## src/rtl/uart_rx_param.sv

```systemverilog
// Parametrised UART receiver: 2-flop input sync, false-start rejection, parity/framing/overrun
// flags, valid/ready output. Define UART_RX_MAJORITY_EN for 3-sample majority voting at sample points.
module uart_rx_param #(
  parameter int CLKS_PER_BIT = 520,
  parameter int DATA_BITS    = 8,
  parameter int PARITY_MODE  = 0,
  parameter int STOP_BITS    = 1
) (
  input  logic                 clk,
  input  logic                 rst,
  input  logic                 in_rxd,
  input  logic                 rx_ready,
  output logic [DATA_BITS-1:0] out_rxd,
  output logic                 rx_valid,
  output logic                 parity_err,
  output logic                 frame_err,
  output logic                 overrun,
  output logic                 rx_busy
);

  localparam int CW   = (CLKS_PER_BIT > 1) ? $clog2(CLKS_PER_BIT) : 1;
  localparam int HALF = CLKS_PER_BIT / 2;
  localparam int IW   = $clog2(DATA_BITS);

  localparam logic [CW-1:0] C_HALF   = CW'(HALF);
  localparam logic [CW-1:0] C_LAST   = CW'(CLKS_PER_BIT - 1);
  localparam logic [IW-1:0] IDX_LAST = IW'(DATA_BITS - 1);

  typedef enum logic [2:0] {
    S_IDLE,
    S_START,
    S_DATA,
    S_PARITY,
    S_STOP,
    S_BREAK
  } state_t;

  state_t                r_state;
  logic [CW-1:0]         r_cnt;
  logic [IW-1:0]         r_idx;
  logic                  r_stop_idx;
  logic [DATA_BITS-1:0]  r_shift;
  logic                  r_perr;
  logic                  r_ferr;
  logic [DATA_BITS-1:0]  r_out;
  logic                  r_valid;
  logic                  r_perr_out;
  logic                  r_ferr_out;
  logic                  r_overrun;
  logic                  r_sync1;
  logic                  r_sync2;

  logic w_rxd_s;
  logic w_sample;
  logic w_tick;
  logic w_last_stop;
  logic w_par_bad;
  logic w_can_load;

  always_ff @(posedge clk or negedge rst) begin
    if (!rst) begin
      r_sync1 <= 1'b1;
      r_sync2 <= 1'b1;
    end else begin
      r_sync1 <= in_rxd;
      r_sync2 <= r_sync1;
    end
  end

  assign w_rxd_s = r_sync2;

`ifdef UART_RX_MAJORITY_EN
  logic [1:0] r_hist;

  always_ff @(posedge clk or negedge rst) begin
    if (!rst) begin
      r_hist <= 2'b11;
    end else begin
      r_hist <= {r_hist[0], w_rxd_s};
    end
  end

  // Vote over the current and two previous synchronised values; a lone glitch loses.
  assign w_sample = (w_rxd_s & r_hist[0]) | (w_rxd_s & r_hist[1]) | (r_hist[0] & r_hist[1]);
`else
  assign w_sample = w_rxd_s;
`endif

  assign w_tick      = (r_cnt == C_LAST);
  assign w_last_stop = (STOP_BITS == 1) || r_stop_idx;
  assign w_par_bad   = (PARITY_MODE != 0) && (((^r_shift) ^ w_sample) != (PARITY_MODE == 2));
  // A finished frame may load when the holding slot is empty or being drained this cycle.
  assign w_can_load  = !r_valid || rx_ready;

  always_ff @(posedge clk or negedge rst) begin
    if (!rst) begin
      r_state    <= S_IDLE;
      r_cnt      <= '0;
      r_idx      <= '0;
      r_stop_idx <= 1'b0;
      r_shift    <= '0;
      r_perr     <= 1'b0;
      r_ferr     <= 1'b0;
      r_out      <= '0;
      r_valid    <= 1'b0;
      r_perr_out <= 1'b0;
      r_ferr_out <= 1'b0;
      r_overrun  <= 1'b0;
    end else begin
      r_overrun <= 1'b0;
      if (r_valid && rx_ready) begin
        r_valid <= 1'b0;
      end

      case (r_state)
        S_IDLE: begin
          if (!w_rxd_s) begin
            r_state <= S_START;
            r_cnt   <= '0;
          end
        end

        S_START: begin
          if (r_cnt == C_HALF) begin
            r_cnt <= '0;
            if (w_sample) begin
              r_state <= S_IDLE;
            end else begin
              r_state <= S_DATA;
              r_idx   <= '0;
              r_perr  <= 1'b0;
              r_ferr  <= 1'b0;
            end
          end else begin
            r_cnt <= r_cnt + 1'b1;
          end
        end

        S_DATA: begin
          if (w_tick) begin
            r_cnt          <= '0;
            r_shift[r_idx] <= w_sample;
            if (r_idx == IDX_LAST) begin
              r_stop_idx <= 1'b0;
              r_state    <= (PARITY_MODE != 0) ? S_PARITY : S_STOP;
            end else begin
              r_idx <= r_idx + 1'b1;
            end
          end else begin
            r_cnt <= r_cnt + 1'b1;
          end
        end

        S_PARITY: begin
          if (w_tick) begin
            r_cnt      <= '0;
            r_perr     <= w_par_bad;
            r_stop_idx <= 1'b0;
            r_state    <= S_STOP;
          end else begin
            r_cnt <= r_cnt + 1'b1;
          end
        end

        S_STOP: begin
          if (w_tick) begin
            r_cnt <= '0;
            if (w_last_stop) begin
              if (w_can_load) begin
                r_out      <= r_shift;
                r_perr_out <= r_perr;
                r_ferr_out <= r_ferr | ~w_sample;
                r_valid    <= 1'b1;
              end else begin
                r_overrun <= 1'b1;
              end
              // A low final stop bit means the line may be held low; wait it out in BREAK.
              r_state <= w_sample ? S_IDLE : S_BREAK;
            end else begin
              r_stop_idx <= 1'b1;
              if (!w_sample) begin
                r_ferr <= 1'b1;
              end
            end
          end else begin
            r_cnt <= r_cnt + 1'b1;
          end
        end

        S_BREAK: begin
          if (w_rxd_s) begin
            r_state <= S_IDLE;
          end
        end

        default: begin
          r_state <= S_IDLE;
          r_cnt   <= '0;
        end
      endcase
    end
  end

  assign out_rxd    = r_out;
  assign rx_valid   = r_valid;
  assign parity_err = r_perr_out;
  assign frame_err  = r_ferr_out;
  assign overrun    = r_overrun;
  assign rx_busy    = (r_state != S_IDLE);

endmodule
```

## config.mk

```make
export PLATFORM = sky130hd
export DESIGN_NAME = uart_rx_param
export DESIGN_NICKNAME = d
export VERILOG_FILES = /design/src/rtl/uart_rx_param.sv
export SDC_FILE = /design/constraint.sdc
export NUM_CORES = 1
export LEC_CHECK = 0
export CAP_MARGIN = 20
export CORE_MARGIN = 2
export CORE_UTILIZATION = 30
export CTS_BUF_LIST = sky130_fd_sc_hd__clkbuf_4
export DETAILED_ROUTE_END_ITERATION = 7
export SLEW_MARGIN = 5
export SYNTH_ARGS = -nofsm -noshare
export SYNTH_HDL_FRONTEND = slang
export SYNTH_SLANG_ARGS = --single-unit
```

## constraint.sdc

```tcl
create_clock -name clk -period 3.8 [get_ports clk]
set_input_delay 0.57 -clock clk [delete_from_list [all_inputs] [get_ports clk]]
set_output_delay 0.57 -clock clk [all_outputs]
set_load 0.01 [all_outputs]
```

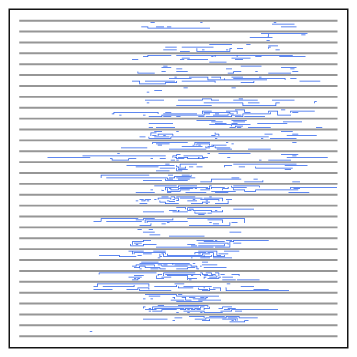
**Above:** run 1 (M1 wires).
Drawn at 4 px/µm. Supply wires on this layer in grey.
share of all routed wire	51%
main direction	horizontal
wire length on this layer	1780 µm
nets with wire on the layer	174
longest straight run	29.0 µm

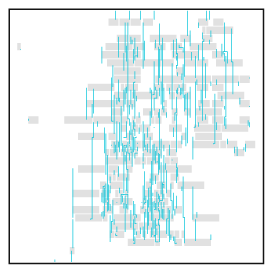
**Above:** run 1 (met2 routing).
Drawn at 3 px/µm. Cells faint in the background.
main direction	vertical
nets with wire on the layer	161
share of all routed wire	43%

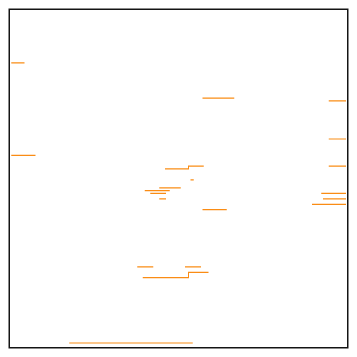
**Above:** run 1 (the metal 3 layer).
Drawn at 4 px/µm.
main direction	horizontal
nets with wire on the layer	16
longest straight run	30.6 µm

==> results.yml, run 1 <==
# flow metrics
power_and_ir_drop:
  p_leak_uw: 0.0009023
status:
  status: "finished clean"
finish:
  layout_top_cell: "dfrtp_1"
  clk_share: 0.02496
  n_all_buffers: 15
  buf_share: 0.06732
  clkbuf_count: 5
  nFillCells: 614
  nets: 192
  drive_gt1_frac: 0.1622
  fin_cells: 262
  dominant_cells: "sequential cells"
  insertedDiodeCount: 0
  sh_comb_area: 0.4219
route:
  postRouteAntennaNets: 0
  drc: 0
  drtPass1Iterations: 4
critical_path:
  r2r_start: "r_cnt[4]$_DFFE_PN0P_"
  end_kind: "register"
  critPathArrivalTime_ps: 2660
  ff2ff_path_depth: 4
  cp_max_fo: 10
  cp-startpoint: "r_cnt[4]$_DFFE_PN0P_"
  reg2reg_to: "out_rxd[7]$_DFFE_PN0P_"
  cp-start-kind: "register"
  slowest_delay_ps: 690
  path_buffers: 0
  required_ps: 4020
  cpLargestDelayFamily: "simple AND/OR/NAND/NOR gates"
clock_tree:
  cts_tree: "built"
  post_cts_buffers: 0
  cts_buffer_depth: 2
  clock.latency.late_pin_ps: 340
  cts-root-buf: "clkbuf_4"
  htree_levels: 2
  cts_hold_buf: 0
floorplan:
  die_width_um: 84.27
  die-area_um2: 7101
  fp_util: 0.3080
  core_area_um2: 6277
  ioPinCount: 17
  rows: 29
synth:
  ys_cells: 173
  syn_avg_cell_area_um2: 11.17
  ys_ff: 37
  edf_count: 0
  synth.distinct_cells: 48
  netlist_instances: 173
  syn-cell-area_um2: 1933
  fp_nets: 181
  ys_warn_count: 0
  async_reset_ff_frac: 1.000
  ff_type: "dfrtp_1"
grt:
  gr-usage-all-layers: 0.1057
  grt_max_degree: 38
  antenna_found_initial: 0
sta:
  rsz0062_at_grt: "false"
  relSlewSlack: 0.4673
  timing.final.crit_share: 0.6402
  fin_tns_setup_ps: 0
  fin_skew_ps: 18.26
  report.final.hold_viol_count: 0
  min_period_ps: 2433
placed_design:
  portBuffers: 15
  hpwl_mm: 2.446
run:
  drv_cap: 0
## run 1: through the flow
step	hold WS [ps]	area, µm²	util	worst slack (ps)	total power (µW)
after floorplan	274.4	1933	-	1933	407.0
after detailed placement	348.9	2102	0.3349	1435	417.2
final	299.4	2156	0.3434	1367	610.4
after global routing	351.0	2156	0.3434	1227	646.8
after global placement	346.0	2102	0.3349	1469	417.4
after CTS	327.7	2156	0.3434	1395	622.0
## run 1: power by group
part,total (µW),switching [µW],internal (µW)
Clock,201,131,70.4
Sequential,397,1.83,396
Combinational,11.5,8.59,2.90
## run 1: state kept, by name (all words and copies together), names as in the netlist
name       count
rx_valid       1
r_sync2        1
r_idx          3
frame_err      1
out_rxd        8
r_state        3
r_shift        8
r_sync1        1
r_cnt         10
overrun        1
## run 1: cell usage after synthesis, types with 5 or more instances
cell	instances	area (µm²)
o21ai_0	8	40.04
dfrtp_1	35	875.8
mux2i_1	5	50.05
nand4_1	10	62.56
mux2_1	6	67.56
buf_4	5	37.54
inv_1	6	22.52
mux2_2	11	123.9
nor3_1	9	45.04
nand2_1	7	26.28
nor2_1	9	33.78
## run 1: cells by family after synthesis
kind of cell | share of synthesized area
DFF | 0.4803
and+or+nand+nor | 0.2065
adders and majority gates | 0.02589
other | 0.001940
AOI/OAI and AO/OA | 0.1113
muxes | 0.1249
buffers and inverters | 0.04919
## run 1: worst reg2reg max path, cell delays in order, from the launching register on
cell and delay [ps]:
dfrtp_1 520, nor4_4 490, nand3_2 200, nor3b_2 690, mux2_2 410
## run 1: metal layers
layer  part of all wire  global-route usage  vias to the layer above
met5                  0                   0                        -
met4              0.019             0.04839                        0
met3              0.038             0.02458                        5
met2               0.43              0.1530                       29
met1               0.51              0.1498                      636
li1                   -                   -                      665
**Run 1: pin map**

Drawn at 4 px/µm. Pins as bars across the die edge, other pins in grey.
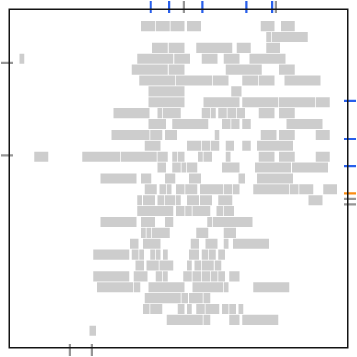

==> inputs of run 2 (changes only) <==
==> constraint.sdc (replaced) <==
create_clock -name clk -period 2.5 [get_ports clk]
set_input_delay 0.375 -clock clk [delete_from_list [all_inputs] [get_ports clk]]
set_output_delay 0.375 -clock clk [all_outputs]
set_load 0.01 [all_outputs]
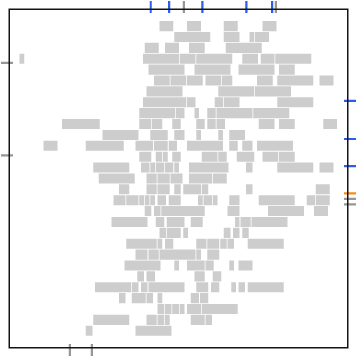
**Above:** run 2 (pin map).
Drawn at 4 px/µm. Pins as bars across the die edge, other pins in grey.
colour	port	pins	direction	edge
blue	`out_rxd`	8	output	5 top, 3 right
orange	`overrun`	1	output	right
all pins by edge	7 top, 6 right, 2 bottom, 2 left

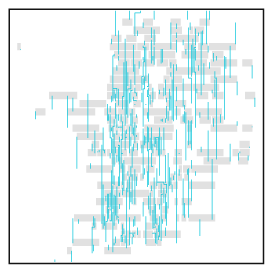
**Above:** run 2 (met2 routing).
Drawn at 3 px/µm. Cells faint in the background.
share of all routed wire	45%
main direction	vertical

==> results.yml, run 2 <==
# flow metrics
route:
  drc: 0
  wl_met2_mm: 1.693
  met1_length_mm: 1.874
  drtPass1Iterations: 4
  dr.max_layer_used: "met4"
  postRouteAntennaNets: 0
  dr_wl_met3_um: 131
grt:
  grt_util_met3: 0.02753
  grtUsageMet2: 0.1768
  gr-usage-all-layers: 0.1186
  grt_pass1_vias: 1352
  grt_max_degree: 38
  met1_usage: 0.1624
  top_usage_layer: "met2"
  antenna_found_initial: 0
run:
  drv_cap: 0
finish:
  n_all_buffers: 18
  mostFrequentLayoutCells: "dfrtp_1, clkdlybuf4s50_1, mux2_2"
  nets: 195
  fin_cells: 265
  buf_share: 0.07515
  clkbuf_count: 5
  largest_register_ffs: 10
  clk_share: 0.04767
  regMostFlops: "r_cnt"
  layout_top_cell: "dfrtp_1"
  design_area_um2: 2231
  dominant_cells: "sequential cells"
  drive_gt1_frac: 0.1862
  insertedDiodeCount: 0
  logic_area_um2: 909.6
  sh_comb_area: 0.4077
synth:
  ys_cells: 173
  top_cells_by_area: "dfrtp_1, mux2_2, mux2_1"
  yosys.area.top_type: "dfrtp_1"
  syn_avg_cell_area_um2: 11.17
  ys_warn_count: 0
  ys_ff: 37
  netlist_instances: 173
  async_reset_ff_frac: 1.000
  yosys.cell_count.top_type: "dfrtp_1"
  top_area_frac: 0.4531
  edf_count: 0
  synth.distinct_cells: 48
  ff_type: "dfrtp_1"
  syn-cell-area_um2: 1933
  fp_nets: 181
clock_tree:
  cts_sinks: 37
  post_cts_buffers: 0
  htree_levels: 2
  clock.latency.late_pin_ps: 360
  cts-buffers-inserted: 5
  cts_buffer_depth: 2
  cts-root-buf: "clkbuf_4"
  cts_tree: "built"
sta:
  timing.final.crit_share: 0.8614
  fin_skew_ps: 17.42
  report.final.hold_viol_count: 0
  min_period_ps: 2154
  relSlewSlack: 0.4509
  fin_tns_setup_ps: 0
  rsz0062_at_grt: "false"
floorplan:
  fp_util: 0.3080
  die-area_um2: 7101
  ioPinCount: 17
  die_width_um: 84.27
  rows: 29
  core_area_um2: 6277
power_and_ir_drop:
  combinationalPowerShare: 0.015
  p_int_uw: 920.4
  swShare: 0.2058
  p_leak_uw: 0.0009438
  p_switching_uw: 238.4
  p_clk_frac: 0.463
  power_frac_seq: 0.522
placed_design:
  hpwl_mm: 2.608
  portBuffers: 15
  place_area_um2: 2125
  dp.cells: 257
critical_path:
  end_kind: "output pin"
  required_ps: 2120
  r2r_start: "r_cnt[4]$_DFFE_PN0P_"
  cp_max_fo: 12
  critPathArrivalTime_ps: 1780
  cp-start-kind: "register"
status:
  status: "finished clean"
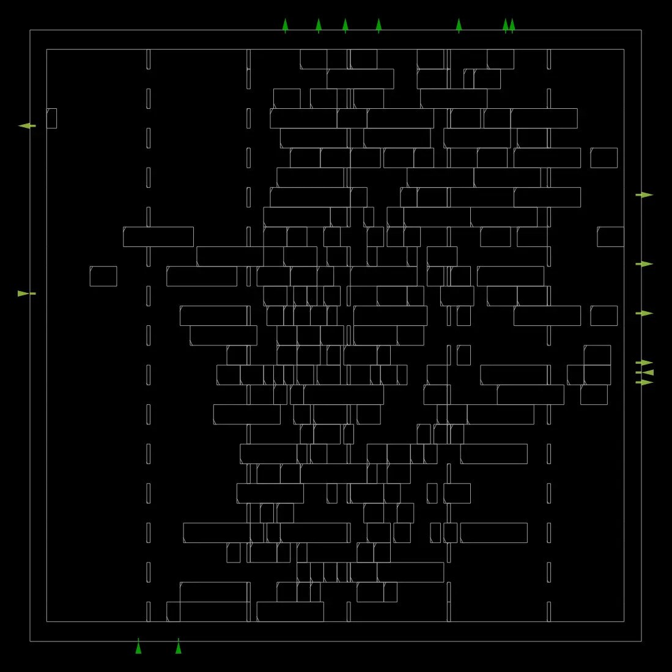
**Above:** run 2 (cell outlines without signal wires).
seq_cells: 37
Fillers: 626
Tapcells: 77

[run 2: cell counts after synthesis]
Identical to the previous run, type by type.
[run 2: logic make-up after synthesis]
logic type / synth area share
and+or+nand+nor: 0.2065
adders and majority gates: 0.02589
buffers and inverters: 0.04919
muxes: 0.1249
DFF: 0.4803
other: 0.001940
AOI/OAI and AO/OA: 0.1113
[run 2: through the flow]
step / util / hold slack, ps / total power [µW] / setup WS (ps)
floorplan: - / 79.41 / 618.6 / 632.6
global placement: 0.3384 / 346.9 / 634.8 / 432.6
detailed placement: 0.3384 / 349.7 / 634.7 / 375.5
CTS: 0.3554 / 113.7 / 1170 / 326.9
global route: 0.3554 / 148.4 / 1204 / 221.5
finish: 0.3554 / 77.87 / 1159 / 346.4
[run 2: worst paths after layout]
path | end | slack (ps) | cells past startpoint
max | rx_busy | 350 | 2
min | r_cnt[6]$_DFFE_PN0P_ | 80 | 1
max reg2reg | out_rxd[1]$_DFFE_PN0P_ | 350 | 5
min reg2reg | r_sync2$_DFF_PN1_ | 360 | 0
max in group asynchronous | r_state[1]$_DFFE_PN0P_ | 1870 | 1
min in group clk | r_sync2$_DFF_PN1_ | 360 | 0
[run 2: power groups by stage]
| stage | clock network (µW) | registers, µW | logic [µW] |
|---|---|---|---|
| final | 537 | 604 | 17.5 |
| after detailed placement | 0 | 616 | 18.6 |
| after CTS | 547 | 605 | 18.7 |
| after global placement | 0 | 616 | 18.9 |
| after floorplan | 0 | 613 | 5.24 |
| after global routing | 577 | 605 | 21.0 |
[run 2: worst max-delay path: stages, from the launching register on]
cell             delay [ps]
dfrtp_1                 500
or3_1                   430
clkdlybuf4s50_1         490
**Run 2: the metal 3 layer**

Drawn at 4 px/µm.
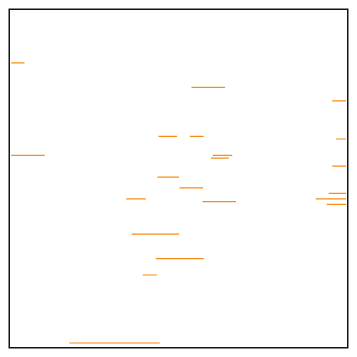

==> inputs of run 3 (changes only) <==
--- a/config.mk
+++ b/config.mk
@@ -10,6 +10,7 @@
 export CORE_UTILIZATION = 30
 export CTS_BUF_LIST = sky130_fd_sc_hd__clkbuf_4
 export DETAILED_ROUTE_END_ITERATION = 7
+export PLACE_DENSITY = 0.48
 export SLEW_MARGIN = 5
 export SYNTH_ARGS = -nofsm -noshare
 export SYNTH_HDL_FRONTEND = slang
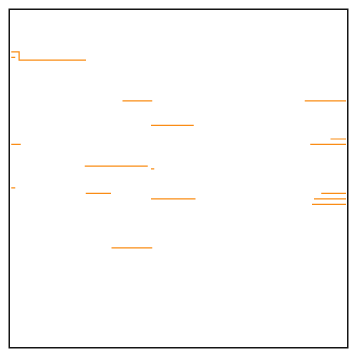
**Above:** run 3 (the metal 3 layer).
Drawn at 4 px/µm.
nets with wire on the layer	12
wire length on this layer	128 µm
main direction	horizontal
share of all routed wire	3.4%
longest straight run	16.6 µm

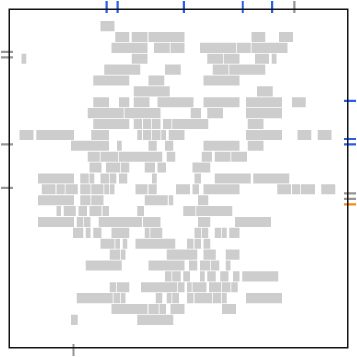
**Above:** run 3 (pin map).
Drawn at 4 px/µm. Pins as bars across the die edge, other pins in grey.
colour	port	pins	direction	edge
blue	`out_rxd`	8	output	5 top, 3 right
orange	`overrun`	1	output	right
all pins by edge	6 top, 6 right, 4 left, 1 bottom

==> results.yml, run 3 <==
# flow metrics
floorplan:
  die_width_um: 84.27
  core_area_um2: 6277
  die-area_um2: 7101
  rows: 29
  fp_util: 0.3080
synth:
  yosys.cell_count.top_type: "dfrtp_1"
  top_area_frac: 0.4531
  syn_avg_cell_area_um2: 11.17
  edf_count: 0
  async_reset_ff_frac: 1.000
  netlist_instances: 173
  ys_ff: 37
route:
  postRouteAntennaNets: 0
  drc: 0
finish:
  layout_top_cell: "dfrtp_1"
  nets: 194
  fin_util: 0.3542
  largest_register_ffs: 10
  regMostFlops: "r_cnt"
critical_path:
  critPathArrivalTime_ps: 1740
  cp-start-kind: "register"
  cp_cell_sequence: "or3_1, clkdlybuf4s50_1"
  crit_path_top_delay_cell: "dfrtp_1"
  slowest_delay_ps: 500
clock_tree:
  post_cts_buffers: 0
power_and_ir_drop:
  p_clk_frac: 0.461
  combinationalPowerShare: 0.015
  swShare: 0.2017
status:
  status: "finished clean"
grt:
  grtUsageMet2: 0.1681
  gr-usage-all-layers: 0.1163
sta:
  worst_slack_ps: 383.6
  fin_tns_setup_ps: 0
  report.final.hold_viol_count: 0
  timing.final.crit_share: 0.8465
  fin_skew_ps: 22.81
  min_period_ps: 2116
placed_design:
  dp_slack_ps: 457.5
run:
  drv_cap: 0
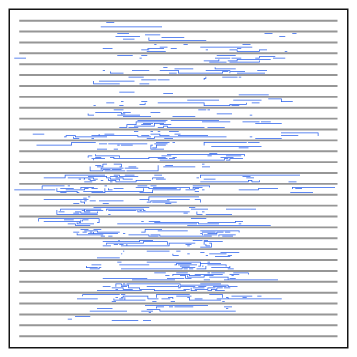
**Above:** run 3 (M1 wires).
Drawn at 4 px/µm. Supply wires on this layer in grey.
longest straight run	24.8 µm
nets with wire on the layer	176
wire length on this layer	1940 µm
share of all routed wire	52%
main direction	horizontal

[run 3: netlist changes by cell type in the layout (fill, tap and decap cells not counted)]
cell   previous run  this run
buf_4             3         2
[run 3: worst paths after layout]
check	depth (start not counted)	to	slack [ps]	from
max reg2reg	5	r_shift[6]$_DFFE_PN0P_	420	r_cnt[0]$_DFFE_PN0P_
max	2	rx_busy	380	r_state[0]$_DFFE_PN0P_
max in group asynchronous	1	r_cnt[9]$_DFFE_PN0P_	1880	rst
min reg2reg	0	r_sync2$_DFF_PN1_	360	r_sync1$_DFF_PN1_
min in group clk	0	r_sync2$_DFF_PN1_	360	r_sync1$_DFF_PN1_
min	1	r_cnt[0]$_DFFE_PN0P_	90	rst
[run 3: routing by layer]
layer / routed length, µm / part of all wire
met5: 0 / 0
met4: 63 / 0.017
met1: 1944 / 0.52
met2: 1577 / 0.42
met3: 127 / 0.034
[run 3: kinds of logic after synthesis]
logic type,synth area share
mux,0.1249
compound gates,0.1113
flops,0.4803
other cells,0.001940
simple gates,0.2065
fa+ha+maj,0.02589
buf+inv,0.04919
[run 3: cell type report]
| class | instances | area, µm² |
|---|---|---|
| clock buffers | 5 | 37.54 |
| multi-input cells | 119 | 909.6 |
| fillers | 623 | 4054 |
| repair buffers | 17 | 160.2 |
| clock inverters | 3 | 68.82 |
| inverters | 6 | 22.52 |
| well taps | 77 | 96.34 |
| flip-flops and latches | 37 | 928.4 |
[run 3: power by group through the flow]
stage	registers (µW)	logic (µW)	clock network (µW)
4_1_cts	604	18.9	545
3_5_place_dp	616	18.9	0
2_1_floorplan	613	5.24	0
6_report	604	17.5	531
3_3_place_gp	616	18.3	0
5_1_grt	605	20.9	575
[run 3: critical path: cells and delay by family (launching register included)]
kind	cells	cell delay (ps)
DFF	1	500
buffers and inverters	1	480
and+or+nand+nor	1	400
No activity file was given, so power comes from the tool's default toggle rates.
